<file path="src/rtl/yuv_to_rgb_csc.sv">
// YUV 4:2:2 pixel-pair to packed RGB converter using two shared multipliers.
// Optional saturation counter enabled by defining CSC_CLIP_COUNT_EN.
module yuv_to_rgb_csc (
  input  logic        CLOCK_50_I,
  input  logic        reset,
  input  logic        in_valid,
  output logic        in_ready,
  input  logic [15:0] Y_data,
  input  logic [7:0]  even_U,
  input  logic [7:0]  even_V,
  input  logic [31:0] odd_U,
  input  logic [31:0] odd_V,
  output logic        out_valid,
  input  logic        out_ready,
  output logic [15:0] RGB_data,
  output logic [1:0]  word_sel,
  output logic [15:0] clip_count
);

  // state | meaning
  // IDLE  | waiting for a pixel pair
  // M0    | Y products for both pixels
  // M1    | even-pixel U products
  // M2    | even-pixel V products
  // M3    | odd-pixel U products
  // M4    | odd-pixel V products, first word loaded
  // OUT0  | word {R0,G0} presented
  // OUT1  | word {B0,R1} presented
  // OUT2  | word {G1,B1} presented
  typedef enum logic [3:0] {IDLE, M0, M1, M2, M3, M4, OUT0, OUT1, OUT2} state_t;

  localparam logic signed [31:0] K_Y  = 32'sd76284;
  localparam logic signed [31:0] K_RV = 32'sd104595;
  localparam logic signed [31:0] K_GU = -32'sd25624;
  localparam logic signed [31:0] K_GV = -32'sd53281;
  localparam logic signed [31:0] K_BU = 32'sd132251;

  state_t state;
  logic [7:0] y0, y1, u0, v0, u1, v1;
  logic signed [31:0] acc_r0, acc_g0, acc_b0, acc_r1, acc_g1, acc_b1;
  logic signed [31:0] coef_a, coef_b, op_a, op_b, prod_a, prod_b;
  logic signed [31:0] r1_next, g1_next;

  function automatic logic [7:0] clip_chroma(input logic [31:0] c);
    if ($signed(c) < 32'sd0)        return 8'd0;
    else if ($signed(c) > 32'sd255) return 8'hFF;
    else                            return c[7:0];
  endfunction

  function automatic logic signed [31:0] offs(input logic [7:0] v, input logic [7:0] k);
    return $signed({24'd0, v}) - $signed({24'd0, k});
  endfunction

  function automatic logic [7:0] clip_comp(input logic signed [31:0] acc);
    logic signed [31:0] s;
    s = acc >>> 16;
    if (s < 32'sd0)        return 8'd0;
    else if (s > 32'sd255) return 8'hFF;
    else                   return s[7:0];
  endfunction

  assign in_ready = (state == IDLE);

  // Operand steering for the two shared multipliers
  always_comb begin
    coef_a = '0;
    coef_b = '0;
    op_a   = '0;
    op_b   = '0;
    case (state)
      M0: begin coef_a = K_Y;  op_a = offs(y0, 8'd16);  coef_b = K_Y;  op_b = offs(y1, 8'd16);  end
      M1: begin coef_a = K_GU; op_a = offs(u0, 8'd128); coef_b = K_BU; op_b = offs(u0, 8'd128); end
      M2: begin coef_a = K_RV; op_a = offs(v0, 8'd128); coef_b = K_GV; op_b = offs(v0, 8'd128); end
      M3: begin coef_a = K_GU; op_a = offs(u1, 8'd128); coef_b = K_BU; op_b = offs(u1, 8'd128); end
      M4: begin coef_a = K_RV; op_a = offs(v1, 8'd128); coef_b = K_GV; op_b = offs(v1, 8'd128); end
      default: ;
    endcase
  end

  assign prod_a  = coef_a * op_a;
  assign prod_b  = coef_b * op_b;
  assign r1_next = acc_r1 + prod_a;
  assign g1_next = acc_g1 + prod_b;

  always_ff @(posedge CLOCK_50_I) begin
    if (reset) begin
      state     <= IDLE;
      out_valid <= 1'b0;
      RGB_data  <= '0;
      word_sel  <= '0;
      y0 <= '0; y1 <= '0; u0 <= '0; v0 <= '0; u1 <= '0; v1 <= '0;
      acc_r0 <= '0; acc_g0 <= '0; acc_b0 <= '0;
      acc_r1 <= '0; acc_g1 <= '0; acc_b1 <= '0;
    end else begin
      case (state)
        IDLE: begin
          if (in_valid) begin
            y0    <= Y_data[15:8];
            y1    <= Y_data[7:0];
            u0    <= even_U;
            v0    <= even_V;
            u1    <= clip_chroma(odd_U);
            v1    <= clip_chroma(odd_V);
            state <= M0;
          end
        end
        M0: begin
          acc_r0 <= prod_a;
          acc_g0 <= prod_a;
          acc_b0 <= prod_a;
          acc_r1 <= prod_b;
          acc_g1 <= prod_b;
          acc_b1 <= prod_b;
          state  <= M1;
        end
        M1: begin
          acc_g0 <= acc_g0 + prod_a;
          acc_b0 <= acc_b0 + prod_b;
          state  <= M2;
        end
        M2: begin
          acc_r0 <= acc_r0 + prod_a;
          acc_g0 <= acc_g0 + prod_b;
          state  <= M3;
        end
        M3: begin
          acc_g1 <= acc_g1 + prod_a;
          acc_b1 <= acc_b1 + prod_b;
          state  <= M4;
        end
        M4: begin
          acc_r1    <= r1_next;
          acc_g1    <= g1_next;
          out_valid <= 1'b1;
          RGB_data  <= {clip_comp(acc_r0), clip_comp(acc_g0)};
          word_sel  <= 2'd0;
          state     <= OUT0;
        end
        OUT0: begin
          if (out_ready) begin
            RGB_data <= {clip_comp(acc_b0), clip_comp(acc_r1)};
            word_sel <= 2'd1;
            state    <= OUT1;
          end
        end
        OUT1: begin
          if (out_ready) begin
            RGB_data <= {clip_comp(acc_g1), clip_comp(acc_b1)};
            word_sel <= 2'd2;
            state    <= OUT2;
          end
        end
        OUT2: begin
          if (out_ready) begin
            out_valid <= 1'b0;
            state     <= IDLE;
          end
        end
        default: state <= IDLE;
      endcase
    end
  end

`ifdef CSC_CLIP_COUNT_EN
  function automatic logic is_sat(input logic signed [31:0] acc);
    logic signed [31:0] s;
    s = acc >>> 16;
    return (s < 32'sd0) || (s > 32'sd255);
  endfunction

  logic [15:0] clip_cnt;
  logic [2:0]  sat_num;
  logic [16:0] clip_sum;

  // Odd-pixel R and G are only final once the M4 products are added in
  always_comb begin
    sat_num = 3'(is_sat(acc_r0)) + 3'(is_sat(acc_g0)) + 3'(is_sat(acc_b0)) +
              3'(is_sat(r1_next)) + 3'(is_sat(g1_next)) + 3'(is_sat(acc_b1));
  end

  assign clip_sum = {1'b0, clip_cnt} + {14'd0, sat_num};

  always_ff @(posedge CLOCK_50_I) begin
    if (reset)
      clip_cnt <= '0;
    else if (state == M4)
      clip_cnt <= clip_sum[16] ? 16'hFFFF : clip_sum[15:0];
  end

  assign clip_count = clip_cnt;
`else
  assign clip_count = '0;
`endif

endmodule

</file>
<file path="config.mk">
export PLATFORM = sky130hd
export DESIGN_NAME = yuv_to_rgb_csc
export DESIGN_NICKNAME = d
export VERILOG_FILES = /design/src/rtl/yuv_to_rgb_csc.sv
export SDC_FILE = /design/constraint.sdc
export NUM_CORES = 2
export LEC_CHECK = 0
export CAP_MARGIN = 0
export CORE_ASPECT_RATIO = 0.75
export CORE_MARGIN = 3
export CORE_UTILIZATION = 42
export CTS_BUF_LIST = sky130_fd_sc_hd__clkbuf_8
export DETAILED_ROUTE_END_ITERATION = 16
export PLACE_DENSITY = 0.66
export SETUP_SLACK_MARGIN = 0.05
export SYNTH_ARGS = -nofsm -noshare
export SYNTH_HDL_FRONTEND = slang
export SYNTH_SLANG_ARGS = --single-unit
</file>
<file path="constraint.sdc">
create_clock -name CLOCK_50_I -period 13.8 [get_ports CLOCK_50_I]
set_input_delay 1.38 -clock CLOCK_50_I [delete_from_list [all_inputs] [get_ports CLOCK_50_I]]
set_output_delay 1.38 -clock CLOCK_50_I [all_outputs]
set_load 0.03 [all_outputs]
</file>
Fig. 1: placed cells, one color a class
Drawn at 1 px/um.
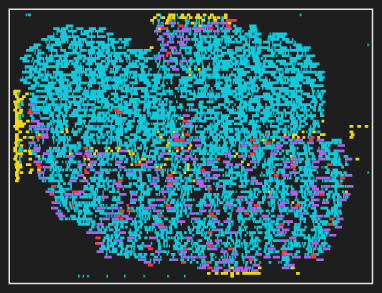
Cyan shows combinational and other logic, cells 4359. Purple shows flops, cells 263. Yellow shows other buffers and delay cells, cells 191. Red shows clock drivers and dummy loads, cells 84.

Fig. 2: met1 routing
Drawn at 1 px/um.
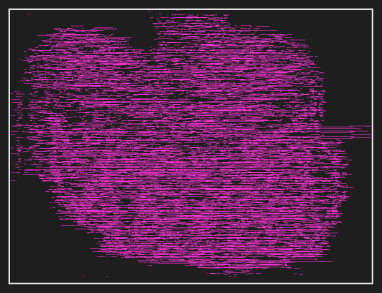
The wires run mostly horizontal. 5666 nets have wire on it. The longest straight run is 117 um. The layer carries 60.4 mm of wire. The layer holds 46% of the routed length.

==> impl_metrics.env <==
# implementation run metrics
export IMPL_totalWireLength_mm=131
export IMPL_amount_of_wire_on_met2_after_detailed_routing_mm=50.4
export IMPL_cell_at_the_root_of_the_clock_tree="clkbuf_8"
export IMPL_antenna_cells=2
export IMPL_most_frequent_cells_in_the_layout="inv_1, fa_1, ha_1"
export IMPL_synthMostInstantiatedCell="inv_1"
export IMPL_worstHoldPathCells=2
export IMPL_cp_data_required_time_ns=14.38
export IMPL_crit_path_end="acc_b0[31]"
export IMPL_combAreaFraction_pct=71.1
export IMPL_insertion_delay_ns=0.71
export IMPL_die_w_um=362
export IMPL_setup_tns_ns=0
export IMPL_synth_yosys_num_cells=4767
export IMPL_clk_transition_reported_paths_ns=0.06
export IMPL_max_cap_violations=0
export IMPL_mux_area_share_pct=0.822
export IMPL_synth_seq_share_pct=13.2
export IMPL_vias_in_the_first_global_route=33200
export IMPL_final_non_filler_cell_total=6136
export IMPL_met3RoutedLength_mm=17.1
export IMPL_floorplan_die_area_sq_um=98700
export IMPL_synth_distinct_cells=90
export IMPL_clk_share_pct=2.34
export IMPL_num_tap_cells=1237
export IMPL_tritoncts_num_buffers=51
export IMPL_layout_comb_gates_multi_input=3545
export IMPL_top_level_ports=136
export IMPL_max_slew_worst_pin_slew_ns=1.25
export IMPL_yosys_area_top_type_share_pct=24.9
export IMPL_crit_reg2reg_launch="state[0]"
export IMPL_cts_tree="done"
export IMPL_nNonClkInverters=814
export IMPL_cts_num_sinks=263
export IMPL_start_point_of_the_critical_path="state[0]"
export IMPL_groute_layer_met1_usage_pct=39.5
export IMPL_stage_log_warnings=58
export IMPL_buffer_area_share_pct=3.97
export IMPL_crit_arrival_ns=13.28
export IMPL_globalplace_congestion=0.979
export IMPL_post_drt_via_cell_ratio=5.59
export IMPL_hpwlAfterDp_mm=107
export IMPL_netlist_top_cells_area="fa_1, ha_1, dfxtp_1, inv_1, a21oi_1"
export IMPL_outcome="complete, no violations"
export IMPL_post_syn_area_sq_um=39900
export IMPL_clock_path_buffers=3
export IMPL_post_synthesis_sequential_element_count=263
export IMPL_gr_usage_met3_pct=9.29
export IMPL_seq_share_pct=12.1
export IMPL_hold_worst_slack_ns=0.459
export IMPL_slew_limit_headroom_pct=16.4
export IMPL_cts_setup_buffers=0
export IMPL_drt_antenna_violating_nets=0
export IMPL_timing_fmax_mhz=78.7
export IMPL_timing_reg2reg_worst_path_depth=38
export IMPL_fin_ws_ns=1.10
export IMPL_cp_num_buf_inv=6
export IMPL_post_route_cell_area_sq_um=43700
export IMPL_enable_flop_cells=0
export IMPL_post_cts_gate_resize_count=0
export IMPL_largest_area_class_layout="combinational gates"
export IMPL_drt_pre_antenna_iters=6
export IMPL_syn_avg_cell_area_sq_um=8.37
export IMPL_post_drt_wl_per_cell_um=21.3
export IMPL_initial_drc_count=3475
export IMPL_hold_class="register to register"
export IMPL_post_route_cells_drive_above_1_share_pct=4.21
export IMPL_yosys_area_share_xor_xnor_pct=5.76
export IMPL_top_usage_layer="met1"
export IMPL_timing_final_hold_violations=0
export IMPL_synth_top_cell_by_area="fa_1"
export IMPL_layout_area_seq_sq_um=5270
